==> config.mk <==
export PLATFORM = sky130hd
export DESIGN_NAME = hazard_ctrl
export DESIGN_NICKNAME = d
export VERILOG_FILES = /design/src/rtl/hazard_ctrl_pkg.sv /design/src/rtl/hazard_ctrl_md_tracker.sv /design/src/rtl/hazard_ctrl.sv
export SDC_FILE = /design/constraint.sdc
export NUM_CORES = 1
export LEC_CHECK = 0
export CAP_MARGIN = 20
export CORE_ASPECT_RATIO = 1.5
export CORE_MARGIN = 1.5
export CORE_UTILIZATION = 36
export DETAILED_ROUTE_END_ITERATION = 10
export HOLD_SLACK_MARGIN = 0.12
export PLACE_DENSITY = 0.89
export REMOVE_ABC_BUFFERS = 1
export SLEW_MARGIN = 20
export SYNTH_ARGS = -nofsm -noshare
export SYNTH_HDL_FRONTEND = slang
export SYNTH_SLANG_ARGS = --single-unit
==> constraint.sdc <==
create_clock -name CLK -period 1.67 [get_ports CLK]
set_input_delay 0.334 -clock CLK [delete_from_list [all_inputs] [get_ports CLK]]
set_output_delay 0.334 -clock CLK [all_outputs]
set_load 0.005 [all_outputs]
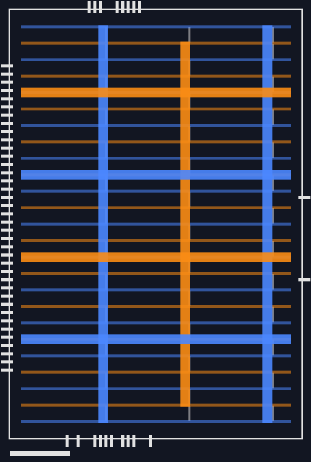
*Supply network*
Scale bar: 10 µm. Pins as bars on the die edge. Tap cells in grey.
VSS: drawn in blue. VDD: drawn in orange.
4 straps on met5. 25 met1 rails follow the rows. 3 straps on met4. 58 signal pins sit on the boundary.
Std-Cell Core Area: 2910 µm²
largest voltage drop on the vdd net: 0.462 mV
die width: 48.2 µm

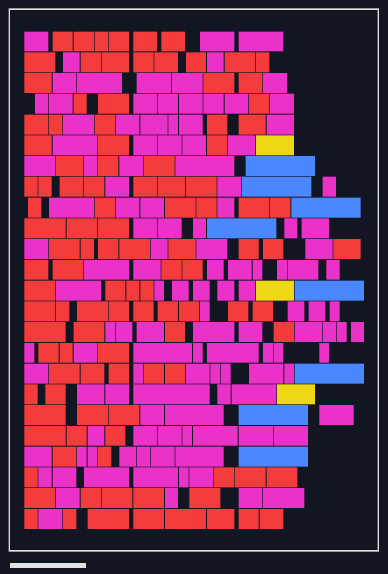
*Cells coloured by class*
Scale bar: 10 µm.
sequential cells: drawn in blue, cells 8. clock drivers: drawn in yellow, cells 3. combinational and other logic: drawn in magenta, cells 124. remaining buffers and delay cells: drawn in red, cells 111.
fraction of area in registers: 8.41%
final std cell area, no fill: 2380 µm²

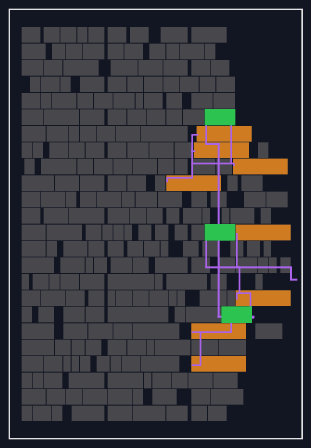
*Routed clock nets over the placement*
clock wires: drawn in purple, length 136 µm. flip-flops: drawn in orange, count 8. clock drivers: drawn in green, count 3.
There are 4 routed clock nets.
clock network power: 0.239 mW
clock insertion delay at the later pin of the skew report: 0.23 ns

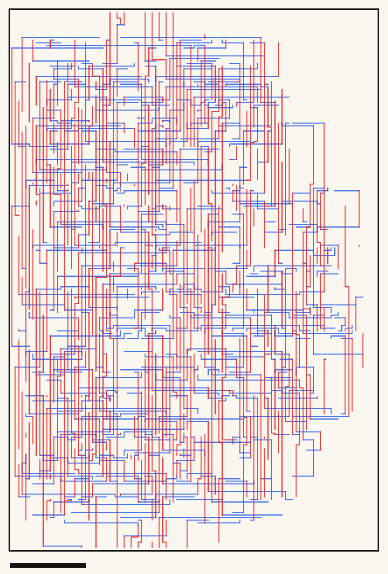
*Wiring by layer*
Scale bar: 10 µm. Only two layers are drawn.
metal 1: drawn in blue, wire length 2050 µm. metal 2: drawn in red, wire length 3160 µm.
Final Routed Wirelength: 6310 µm
total routing resource utilization after global routing: 31.8%
DR WL/cell: 22.1 µm
via count of the routed design: 1680

==> summary.log <==
qor: worst_setup_path.critical-path-max-stage-delay 0.32 ns
qor: synth.syn_avg_cell_area 7.93 µm²
qor: drt.wl_met3 620 µm
qor: clock_network.ctsRootBufferMaster sky130_fd_sc_hd__clkbuf_8
qor: cells_and_area.antennaDiodeCount 0
qor: run_status.failing_checks negative setup slack
qor: drt.drt_pre_antenna_iters 4
qor: cells_and_area.drive_gt1_share 56.1%
qor: power.pg_comb 1.01 mW
qor: power.power.share.switching 39.7%
qor: synth.synth.yosys.chip_area 1100 µm²
qor: power.power_frac_seq 23.6%
qor: sta.setup_violations 18
qor: sta.clock-skew-final 0.00188 ns
qor: sta.setup_slack -0.475 ns
qor: clock_network.clk_transition_reported_paths 0.04 ns
qor: synth.ff_type sky130_fd_sc_hd__dfrtp_1
qor: power.clkPwrFrac 14.6%
qor: clock_network.postCtsResizedCells 209
qor: worst_setup_path.crit_chain buf_2, xor2_2, nor3_2, nand2_1, o221ai_2, nor2_4, buf_6, nor2_4, buf_2
qor: die.core_util_floorplan 37.8%
qor: global_route.grt_overflow 0
qor: synth.ys_async_sr_fraction 100%
qor: cells_and_area.layout_top_cells_excl_fill_tap sky130_fd_sc_hd__buf_4, sky130_fd_sc_hd__buf_6, sky130_fd_sc_hd__xor2_1, sky130_fd_sc_hd__buf_2, sky130_fd_sc_hd__dlygate4sd2_1
qor: cells_and_area.nNonClkInverters 5
qor: sta.tightestPinTransition 0.326 ns
qor: worst_setup_path.critical_path.top_delay_family simple AND/OR/NAND/NOR gates
qor: power.powerDensity 688 nW/µm²
qor: cells_and_area.layout.non_clock_buffers 111
qor: run_status.status finished, violations left
qor: worst_setup_path.path_buffers 3
qor: worst_setup_path.worstRegToRegCells 2
qor: cells_and_area.final-nonclk-buf-share 41.2%
qor: synth.ys_cells 139
qor: worst_setup_path.worstSetupPathDepth 9
qor: placed_design.hpwlAfterDp 3070 µm
qor: worst_setup_path.critPathSlowestCell sky130_fd_sc_hd__o221ai_2
qor: cells_and_area.fill_cells 150
qor: drt.post-route-drc-count 0
## metrics by stage
stage | std cells | cell area (µm²) | TNS [ns] | power (mW) | utilization (%)
final | 285 | 2380 | -4.48 | 1.64 | 81.7
after global routing | 285 | 2380 | -5.22 | 1.72 | 81.7
after CTS | 281 | 2200 | -1.96 | 1.47 | 75.6
after detailed placement | 265 | 1960 | -14.76 | 1.15 | 67.4
after global placement | 265 | 1960 | -13.91 | 1.11 | 67.4
after floorplan | 132 | 1070 | -0.0940 | 0.738 | -
## cell families (layout without fill, tap and decap cells)
kind of cell	count (synthesis)	after routing	share of synthesized area, %
DFF	8	8	18.2
xor gates and xnor gates	40	40	31.8
AOI/OAI and AO/OA	16	16	11.8
buffers and inverters	12	119	4.88
adders and majority gates	2	2	2.27
and+or+nand+nor	61	61	31.1
No activity file was given, so power comes from the tool's default toggle rates.
